--- src/rtl/mult_control_pkg.sv ---
// Shared definitions for the shift-add multiplier controller: operand width,
// counter width, FSM state encodings and the bundled select/handshake outputs.
package mult_control_pkg;

  localparam int SIZE_DATA = 32;
  localparam int CNT_W_DEF = 6;

  typedef enum logic [1:0] {
    ST_IDLE = 2'd0,
    ST_INIT = 2'd1,
    ST_CALC = 2'd2,
    ST_DONE = 2'd3
  } state_t;

  // Everything the controller drives towards the datapath and the system.
  typedef struct packed {
    logic aSel;
    logic bSel;
    logic prodSel;
    logic addSel;
    logic busy;
    logic done;
  } ctrlOut_t;

endpackage

--- src/rtl/mult_control_if.sv ---
// Handshake and datapath-select bundle between the multiplier controller
// (slave side) and the surrounding datapath/system (master side).
interface mult_control_if;
  logic start;
  logic b_lsb;
  logic a_sel;
  logic b_sel;
  logic prod_sel;
  logic add_sel;
  logic busy;
  logic done;

  modport slave (
    input  start, b_lsb,
    output a_sel, b_sel, prod_sel, add_sel, busy, done
  );

  modport master (
    output start, b_lsb,
    input  a_sel, b_sel, prod_sel, add_sel, busy, done
  );
endinterface

--- src/rtl/mult_control_counter.sv ---
// Generic up-counter: async active-low clear, synchronous clear, count enable.
// Synchronous clear wins over enable.
module counterN #(
  parameter int size = 6
) (
  input  logic            clk,
  input  logic            clrN,
  input  logic            syncClr,
  input  logic            en,
  output logic [size-1:0] count
);

  // Count register with async clear and sync clear priority.
  always_ff @(posedge clk or negedge clrN) begin
    if (!clrN)        count <= '0;
    else if (syncClr) count <= '0;
    else if (en)      count <= count + size'(1);
  end

endmodule

--- src/rtl/mult_control.sv ---
// Control FSM for the 32x32 shift-add multiplier datapath. Sequences operand
// load (INIT), SIZE add/shift iterations (CALC) and a one-cycle DONE pulse.
// All outputs decode from registered state/cnt/lsbQ; the only combinational
// input term is reset, which forces prod_sel low while asserted.
module mult_control
  import mult_control_pkg::*;
#(
  parameter int SIZE  = SIZE_DATA,
  parameter int CNT_W = CNT_W_DEF
) (
  input  logic          clk,
  input  logic          reset,
  mult_control_if.slave bus
);

  localparam logic [CNT_W-1:0] LAST = CNT_W'(SIZE - 1);

  state_t           state, nextState;
  logic [CNT_W-1:0] cnt;
  logic             lsbQ;
  logic             cntClr, cntEn, lsbLoad;
  ctrlOut_t         out;

  // Iteration counter: cleared in INIT, advances once per CALC cycle, so it
  // tops out at SIZE and never wraps.
  counterN #(.size(CNT_W)) uCnt (
    .clk     (clk),
    .clrN    (reset),
    .syncClr (cntClr),
    .en      (cntEn),
    .count   (cnt)
  );

  // State register.
  always_ff @(posedge clk or negedge reset) begin
    if (!reset) state <= ST_IDLE;
    else        state <= nextState;
  end

  // Registered copy of the next multiplier bit; b_lsb already reflects the
  // B-mux output, so this is the bit PROD must act on in the coming cycle.
  always_ff @(posedge clk or negedge reset) begin
    if (!reset)       lsbQ <= 1'b0;
    else if (lsbLoad) lsbQ <= bus.b_lsb;
  end

  // Next-state and output decode.
  always_comb begin
    nextState   = state;
    cntClr      = 1'b0;
    cntEn       = 1'b0;
    lsbLoad     = 1'b0;
    out         = '0;
    out.prodSel = 1'b1;
    case (state)
      ST_IDLE: begin
        if (bus.start) nextState = ST_INIT;
      end
      ST_INIT: begin
        out.prodSel = 1'b0;
        out.busy    = 1'b1;
        cntClr      = 1'b1;
        lsbLoad     = 1'b1;
        nextState   = ST_CALC;
      end
      ST_CALC: begin
        out.aSel   = 1'b1;
        out.bSel   = 1'b1;
        out.addSel = lsbQ;
        out.busy   = 1'b1;
        cntEn      = 1'b1;
        lsbLoad    = 1'b1;
        // Fixed iteration count; no early exit when B runs out of ones.
        if (cnt == LAST) nextState = ST_DONE;
      end
      ST_DONE: begin
        out.done  = 1'b1;
        nextState = ST_IDLE;
      end
      default: nextState = ST_IDLE;
    endcase
    // PROD is only cleared by the load path while reset holds; IDLE otherwise
    // keeps the previous result.
    if (!reset) out.prodSel = 1'b0;
  end

  assign bus.a_sel    = out.aSel;
  assign bus.b_sel    = out.bSel;
  assign bus.prod_sel = out.prodSel;
  assign bus.add_sel  = out.addSel;
  assign bus.busy     = out.busy;
  assign bus.done     = out.done;

endmodule
--- src/flat_wrapper.sv ---
// flat-port wrapper written by rule: the top's interface ports become plain ports
module mult_control_flat import mult_control_pkg::*;
#(
  parameter int SIZE  = SIZE_DATA,
  parameter int CNT_W = CNT_W_DEF
)
  (clk, reset, bus_start, bus_b_lsb, bus_a_sel, bus_b_sel, bus_prod_sel, bus_add_sel, bus_busy, bus_done);
  mult_control_if bus_i ();
  input  logic clk;
  input  logic reset;
  input wire logic [$bits(bus_i.start)-1:0] bus_start;
  input wire logic [$bits(bus_i.b_lsb)-1:0] bus_b_lsb;
  output wire logic [$bits(bus_i.a_sel)-1:0] bus_a_sel;
  output wire logic [$bits(bus_i.b_sel)-1:0] bus_b_sel;
  output wire logic [$bits(bus_i.prod_sel)-1:0] bus_prod_sel;
  output wire logic [$bits(bus_i.add_sel)-1:0] bus_add_sel;
  output wire logic [$bits(bus_i.busy)-1:0] bus_busy;
  output wire logic [$bits(bus_i.done)-1:0] bus_done;
  assign bus_i.start = bus_start;
  assign bus_i.b_lsb = bus_b_lsb;
  assign bus_a_sel = bus_i.a_sel;
  assign bus_b_sel = bus_i.b_sel;
  assign bus_prod_sel = bus_i.prod_sel;
  assign bus_add_sel = bus_i.add_sel;
  assign bus_busy = bus_i.busy;
  assign bus_done = bus_i.done;
  mult_control #(.SIZE(SIZE), .CNT_W(CNT_W)) u_core (.clk(clk), .reset(reset), .bus(bus_i));
endmodule
--- config.mk ---
export PLATFORM = sky130hd
export DESIGN_NAME = mult_control_flat
export DESIGN_NICKNAME = d
export VERILOG_FILES = /design/src/rtl/mult_control_pkg.sv /design/src/rtl/mult_control_if.sv /design/src/rtl/mult_control_counter.sv /design/src/rtl/mult_control.sv /design/src/flat_wrapper.sv
export SDC_FILE = /design/constraint.sdc
export NUM_CORES = 1
export LEC_CHECK = 0
export ABC_AREA = 1
export CAP_MARGIN = 20
export CELL_PAD_IN_SITES_DETAIL_PLACEMENT = 2
export CELL_PAD_IN_SITES_GLOBAL_PLACEMENT = 2
export CORE_MARGIN = 2
export CORE_UTILIZATION = 30
export CTS_CLUSTER_DIAMETER = 150
export DETAILED_ROUTE_END_ITERATION = 8
export GPL_TIMING_DRIVEN = 0
export PLACE_DENSITY = 0.83
export SLEW_MARGIN = 20
export SYNTH_ARGS = -nofsm -noshare
export SYNTH_HDL_FRONTEND = slang
export SYNTH_SLANG_ARGS = --single-unit
--- constraint.sdc ---
create_clock -name clk -period 3.5 [get_ports clk]
set_clock_uncertainty 0.2 [all_clocks]
set_input_delay 0.35 -clock clk [delete_from_list [all_inputs] [get_ports clk]]
set_output_delay 0.35 -clock clk [all_outputs]
set_load 0.02 [all_outputs]
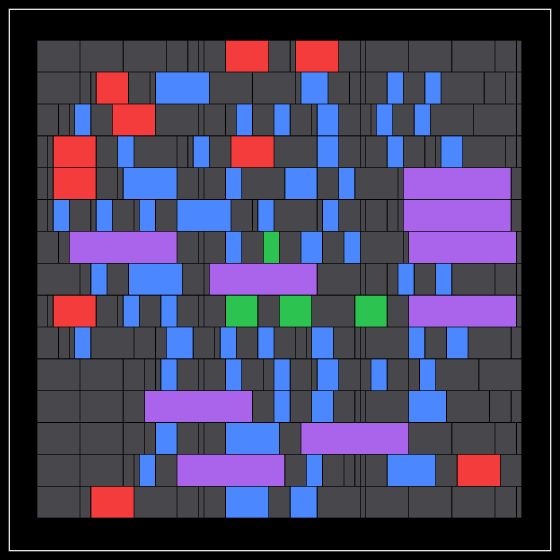
**Above:** run 1 (cells colored by class).
Fill, decap, tap and diode cells in gray.
color	class	cells	share of their area
green	clock drivers and dummy loads	4	4.1%
purple	registers	9	35%
red	remaining buffers and delay cells	10	15%
blue	remaining logic cells	57	46%
fin area: 669 sq um
row cnt: 15

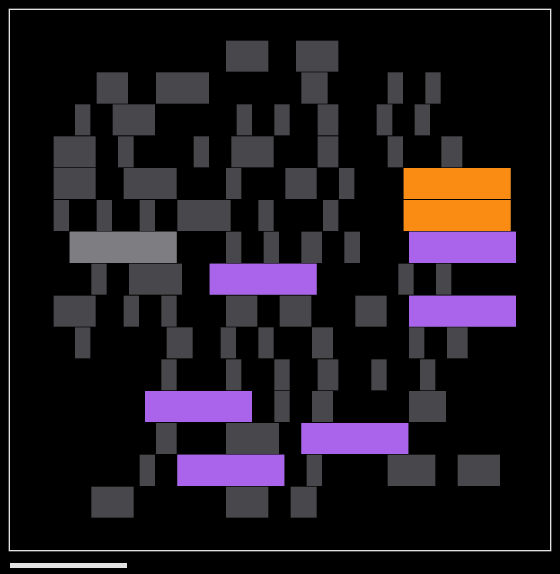
**Above:** run 1 (where the registers sit).
Scale bar: 10 microns. Other sequential cells in the stronger gray, the rest of the logic in the fainter gray.
color	signal	flops
purple	u_core.uCnt.count	6
orange	u_core.state	2
seq pwr: 0.000188 W
sequential share of cell area: 33.6%
FF/Latch Area: 225 sq um
post-layout util: 39.6%

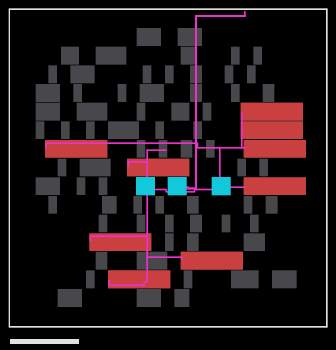
**Above:** run 1 (clock distribution).
Scale bar: 10 microns.
[red] flip-flops | count: 9
[magenta] clock wires | length: 137 microns
[cyan] clock-net drivers | count: 3
routed clock nets	4
Clk network pwr share: 12.3%
Clk. pwr: 0.0000802 W
worst skew pair latency: 0.25 ns

==> results.yml, run 1 <==
# generated from flow reports
logic_synthesis:
  synth_cell_types: 17
  common_cells: "nand2_1, inv_1, dfrtp_1"
  async_reset_ff_share_pct: 100
  yosysTopAreaCell: "dfrtp_1"
  synth-edff-count: 0
  top_cell: "nand2_1"
  ys_ff: 9
cts:
  path_clk_slew_ns: 0.07
  cts_resized: 0
  post_cts_buffers: 0
final_layout:
  final-comb-area_sq_um: 258
  drive_above_1_share_pct: 8.75
  fillers: 204
drt:
  drtIter0Drc: 0
  wire_per_inst_microns: 13.3
worst_setup_path:
  reg2reg_from: "u_core.state[0]"
  critical_path.startpoint: "u_core.state[0]"
  ff2ff_path_depth: 6
  timing.rr.end: "u_core.uCnt.count[4]"
global_route:
  grt_pass1_wl_microns: 2290
  grt_max_degree: 11
  use_met3_pct: 4.31
  grt.overflow.total: 0
  grtUsageTotal_pct: 15.5
floorplanning:
  core_area_sq_um: 1690
  die_h_microns: 46.1
power:
  p_leak_nw: 0.352
  totalPowerFinal_w: 0.000654
  swShare_pct: 46.2
job:
  log.warning_count: 29
  max_cap_violations: 0
final_timing:
  timing.setup.tns_ns: 0
  tightestPinTransition_ns: 0.465
  setup_viol: 0
status:
  run_status: "finished clean"
place:
  port_buffers: 9
run 1: power groups by stage:
stage	logic, W	registers [W]	clock network [W]
floorplan	0.000268	0.000176	0
global route	0.000440	0.000195	0.0000899
CTS	0.000396	0.000189	0.0000817
global placement	0.000379	0.000187	0
finish	0.000386	0.000188	0.0000802
detailed placement	0.000394	0.000190	0
run 1: sequential cells by signal (all words and copies together) (netlist names):
signal             cells
u_core.lsbQ            1
u_core.state           2
u_core.uCnt.count      6
run 1: through the flow:
stage	cell area, sq um	setup WS [ns]	cells	hold slack (ns)
6_report	669	1.02	97	0.213
5_1_grt	669	0.879	97	0.237
4_1_cts	669	0.997	97	0.230
3_5_place_dp	643	1.02	93	0.281
3_3_place_gp	643	1.03	93	0.268
2_1_floorplan	532	1.86	67	-0.146
run 1: worst min path at each step:
stage	startpoint	endpoint	slack, ns
2_1_floorplan	reset	u_core.lsbQ	-0.15
3_3_place_gp	u_core.lsbQ	u_core.lsbQ	0.27
3_5_place_dp	u_core.lsbQ	u_core.lsbQ	0.28
4_1_cts	reset	u_core.uCnt.count[3]	0.23
5_1_grt	reset	u_core.uCnt.count[3]	0.24
6_report	reset	u_core.uCnt.count[2]	0.21
run 1: final cells by class:
| cell class | count | area share [%] |
|---|---|---|
| Multi-Input combinational cell | 46 | 38.5 |
| Buffer | 1 | 1.12 |
| Inverter | 11 | 6.17 |
| Sequential cell | 9 | 33.6 |
| Tap cell | 17 | 3.18 |
| Clock buffer | 4 | 3.93 |
| Timing Repair Buffer | 9 | 13.5 |
run 1: layer usage:
metal	vias up	share of wire, %	routed length (microns)
met5	-	0	0
met4	0	1.9	25
met3	2	2.5	32
met2	6	49	629
met1	214	47	604
li1	228	-	-
run 1: critical path: stages, from the launching register on:
cell	delay (ns)
dfrtp_1	0.43
inv_1	0.09
ha_1	0.49
clkdlybuf4s50_1	0.67
run 1: logic make-up after synthesis:
logic type      after synthesis  synth area share [%]
compound gates                5                  5.18
mux                           1                  1.88
flops                         9                  42.4
xor+xnor                      1                  1.65
fa+ha+maj                     5                  11.8
simple gates                 34                  28.0
buf+inv                      12                  9.18
run 1: cell usage in the layout (no fill, tap or decap), drive strengths merged:
cell type and n:
nand2 18, inv 11, clkdlybuf4s50 9, dfrtp 9, nor2 9, ha 5
nand3 4, clkbuf 4, a21oi 3, or2 2, o21bai 1, nor3 1
o21ai 1, mux2i 1, xnor2 1, buf 1
**Run 1: the clock network**

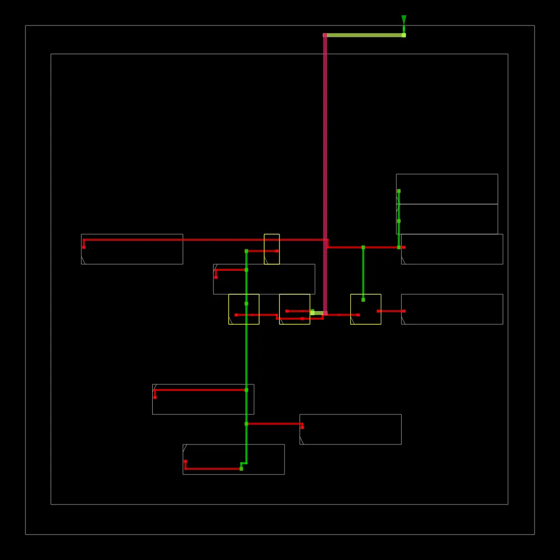

==> run 1 -> run 2 <==
CORE_UTILIZATION = 25   (was 30)
PLACE_DENSITY = 0.75   (was 0.83)
clock period = 2.1 ns   (was 3.5 ns; I/O delays follow)
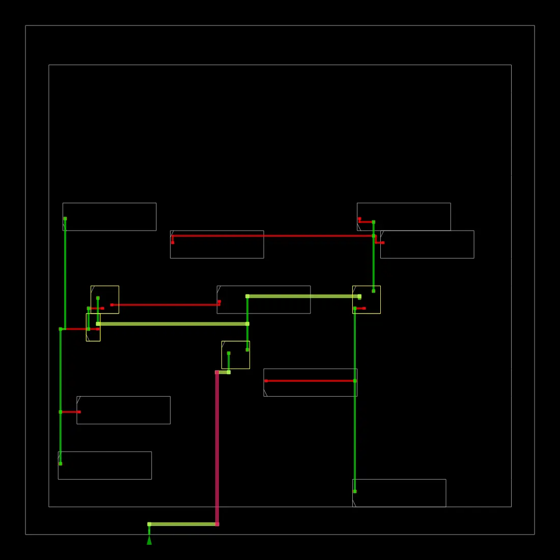
**Above:** run 2 (the clock network).
clock buffer count from CTS: 3
Clock Buffer Count: 4

==> results.yml, run 2 <==
# generated from flow reports
cts:
  path_clk_slew_ns: 0.07
  htree_levels: 1
  post_cts_buffers: 0
  worstSkewPairLatency_ns: 0.26
worst_setup_path:
  critPathLaunchType: "register"
  worstPathCellList: "inv_1 -> ha_2 -> dlygate4sd2_1"
  crit_family: "buffers and inverters"
  cp_slowest_cell: "dfrtp_1"
  critPathBufInv: 2
  slowest_delay_ns: 0.44
place:
  pre_cts_slack_ns: -0.109
  placed_cells: 103
floorplanning:
  row_count: 16
  die_h_microns: 50.1
  core_area_sq_um: 1980
power:
  swShare_pct: 47.5
  pwr-share-clk_pct: 12.9
  p_leak_nw: 0.370
logic_synthesis:
  top_cell: "nand2_1"
  ys_ff: 9
  async_reset_ff_share_pct: 100
  synth_cell_types: 17
  ys_cells: 67
  yosysTopAreaCell: "dfrtp_1"
final_timing:
  tightestPinTransition_ns: 0.438
  setup_viol: 0
  fin_ws_ns: 0.0947
  timing.setup.tns_ns: 0
final_layout:
  largest_reg_flops: 6
  layout_top_cell: "nand2_1"
  regMostFlops: "u_core.uCnt.count"
  syn2layout_area_growth_pct: 29.2
  drive_above_1_share_pct: 9.88
drt:
  wire_per_inst_microns: 12.5
  wirelength_microns: 1350
  drtIter0Drc: 3
global_route:
  grtUsageTotal_pct: 12.7
  grt.overflow.total: 0
  grt_pass1_wl_microns: 2390
status:
  run_status: "finished clean"
-- run 2: repair_timing --
action                                  in CTS  in global routing
endpoints found under the setup margin       5                  0
gates resized                                7                  0
hold buffers                                 1                  0
hold endpoints to repair                     9                  0
-- run 2: logic make-up after synthesis --
kind of cell / after synthesis / share of synthesized area (%)
multiplexers: 1 / 1.88
adder cells (fa/ha/maj): 5 / 11.8
AND-OR/OR-AND: 5 / 5.18
XOR/XNOR: 1 / 1.65
AND/OR/NAND/NOR: 34 / 28.0
buffers and inverters: 12 / 9.18
flip-flops: 9 / 42.4
-- run 2: tightest hold or removal path, stage by stage, from the launching register on --
cell and delay [ns]:
dfrtp_1 0.35, nand2_1 0.05, nand2_1 0.05
-- run 2: power groups by stage --
stage	Combinational, W	Sequential, W	Clock [W]
after floorplan	0.000446	0.000294	0
after global placement	0.000633	0.000310	0
after detailed placement	0.000660	0.000315	0
after CTS	0.000639	0.000311	0.000147
after global routing	0.000707	0.000321	0.000157
final	0.000620	0.000310	0.000138
-- run 2: path summary, 6_finish.rpt --
check | startpoint | to | slack, ns | cells after the start
max | u_core.state[0] | bus_busy | 0.09 | 3
min | u_core.lsbQ | u_core.lsbQ | 0.28 | 2
max reg2reg | u_core.state[0] | u_core.uCnt.count[0] | 0.40 | 5
min reg2reg | u_core.lsbQ | u_core.lsbQ | 0.28 | 2
max in group asynchronous | reset | u_core.uCnt.count[0] | 0.99 | 2
min in group asynchronous | reset | u_core.uCnt.count[3] | 0.40 | 2
-- run 2: metal layers --
metal / part of all wire [%] / GRT usage, % / vias up
li1: - / - / 232
met1: 44 / 15.4 / 227
met2: 51 / 21.1 / 10
met3: 4.2 / 3.94 / 2
met4: 1.0 / 4.17 / 0
met5: 0 / 0 / -
-- run 2: final cells by class --
type	count	area (sq um)
fillers	237	1290
multi-input cells	46	260
flip-flops and latches	9	225
repair buffers	10	92.6
inverters	11	41.3
well taps	27	33.8
clock buffers	4	26.3
plain buffers	1	7.51
-- run 2: metrics by stage --
stage / hold slack, ns / util (%) / area, sq um
2_1_floorplan: -0.286 / - / 532
3_3_place_gp: 0.269 / 33.1 / 656
3_5_place_dp: 0.268 / 33.1 / 656
4_1_cts: 0.283 / 34.7 / 687
5_1_grt: 0.303 / 34.7 / 687
6_report: 0.278 / 34.7 / 687
**Run 2: wiring by layer**

Scale bar: 20 microns. Two of the layers only.
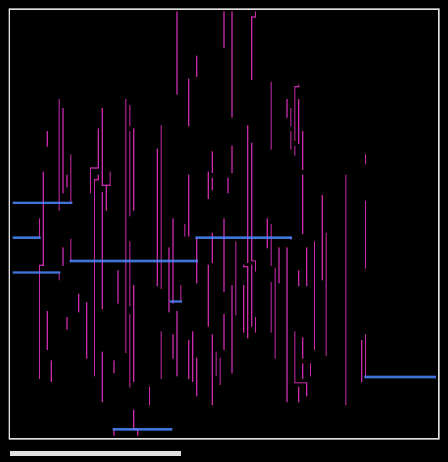

==> run 2 -> run 3 <==
--- a/config.mk
+++ b/config.mk
@@ -14,4 +14,5 @@
 export CTS_CLUSTER_DIAMETER = 150
 export DETAILED_ROUTE_END_ITERATION = 8
+export GPL_ROUTABILITY_DRIVEN = 0
 export GPL_TIMING_DRIVEN = 0
 export PLACE_DENSITY = 0.75
==> constraint.sdc (replaced) <==
create_clock -name clk -period 2.1 [get_ports clk]
set_clock_uncertainty 0.2 [all_clocks]
set_input_delay 0.21 -clock clk [delete_from_list [all_inputs] [get_ports clk]]
set_output_delay 0.21 -clock clk [all_outputs]
set_load 0.005 [all_outputs]
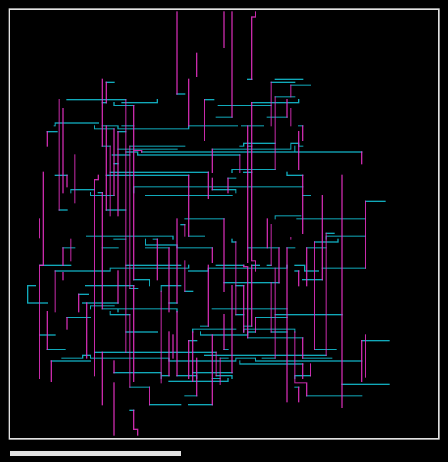
**Above:** run 3 (wiring by layer).
Scale bar: 20 microns. Two of the layers only.
color	layer	wire length
cyan	M1	593 microns
magenta	M2	709 microns
post-DR wirelength/cell: 12.5 microns
GR Util All Layers: 12.6%
Vias: 474

==> results.yml, run 3 <==
# generated from flow reports
logic_synthesis:
  yosysTopAreaCell: "dfrtp_1"
  top_cell: "nand2_1"
  ys_cells: 67
  synth_cell_types: 17
  ys_ff: 9
  async_reset_ff_share_pct: 100
worst_setup_path:
  worstPathCellList: "inv_1 -> ha_4 -> clkdlybuf4s50_1"
  cp_slowest_cell: "clkdlybuf4s50_1"
  critPathLaunchType: "register"
  reg2reg_from: "u_core.state[1]"
  critical_path.startpoint: "u_core.state[1]"
cts:
  cts_buffers: 3
  htree_levels: 1
  path_clk_slew_ns: 0.07
  worstSkewPairLatency_ns: 0.27
final_layout:
  final_core_util_pct: 36.0
  largest_reg_flops: 6
  layout_top_cell: "nand2_1"
  final-comb-area_sq_um: 273
  drive_above_1_share_pct: 14.6
  syn2layout_area_growth_pct: 34.4
  regMostFlops: "u_core.uCnt.count"
  fillers: 236
status:
  run_status: "finished clean"
final_timing:
  tightestPinTransition_ns: 0.436
  timing.setup.tns_ns: 0
  fin_ws_ns: 0.0475
place:
  placed_cells: 103
  pre_cts_slack_ns: -0.00539
power:
  p_leak_nw: 0.359
drt:
  wirelength_microns: 1360
  drtIter0Drc: 3
floorplanning:
  row_count: 16
  die_h_microns: 50.1
global_route:
  grt.overflow.total: 0
  grt_pass1_wl_microns: 2350
hold_path:
  hold_path.startpoint: "u_core.lsbQ"
[run 3: kinds of logic after synthesis]
group	synth area share (%)
AND/OR/NAND/NOR	28.0
buffers and inverters	9.18
flip-flops	42.4
AND-OR/OR-AND	5.18
adder cells (fa/ha/maj)	11.8
XOR/XNOR	1.65
multiplexers	1.88
[run 3: worst paths after layout]
| path | to | slack [ns] | cells after the start |
|---|---|---|---|
| worst max-delay path | bus_busy | 0.05 | 3 |
| worst max register to register | u_core.uCnt.count[0] | 0.53 | 5 |
| worst min register to register | u_core.lsbQ | 0.28 | 2 |
| worst min-delay path | u_core.lsbQ | 0.28 | 2 |
| max in group asynchronous | u_core.state[0] | 0.98 | 2 |
| min in group asynchronous | u_core.uCnt.count[3] | 0.40 | 2 |
[run 3: metrics by stage]
stage / power [W] / instance area [sq um]
2_1_floorplan: 0.000666 / 532
3_3_place_gp: 0.000875 / 656
3_5_place_dp: 0.000906 / 656
4_1_cts: 0.00110 / 706
5_1_grt: 0.00120 / 714
6_report: 0.00109 / 714
[run 3: repair_timing]
item | CTS | global route
hold buffers | 1 | 0
endpoints found under the hold margin | 9 | 0
setup buffers | 0 | 1
resized | 5 | 1
setup endpoints to repair | 2 | 4
[run 3: layer usage]
layer  wire length (microns)  part of all wire, %  global-route usage, %
met1                     592                   44                   15.0
met2                     708                   52                   21.1
met3                      57                  4.2                   3.94
met4                       0                    0                   4.17
met5                       0                    0                      0
[run 3: worst reg2reg max path, cell delays in order, from the launching register on]
cell and delay [ns]:
dfrtp_1 0.40, inv_1 0.12, ha_4 0.35, inv_2 0.07, or2_1 0.23, mux2i_1 0.13
[run 3: cell type report]
cell class,count,share of cell area (%)
inverters,11,5.78
flip-flops and latches,9,31.7
clock buffers,4,3.68
well taps,27,4.73
plain buffers,1,1.05
repair buffers,11,14.9
multi-input cells,46,38.2
[run 3: where the power goes]
part	internal [W]	switching [W]
clock network	0.0000734	0.0000650
registers	0.000246	0.0000689
logic	0.000314	0.000321
Power figures rest on the tool's default switching activity, not on a simulated workload.
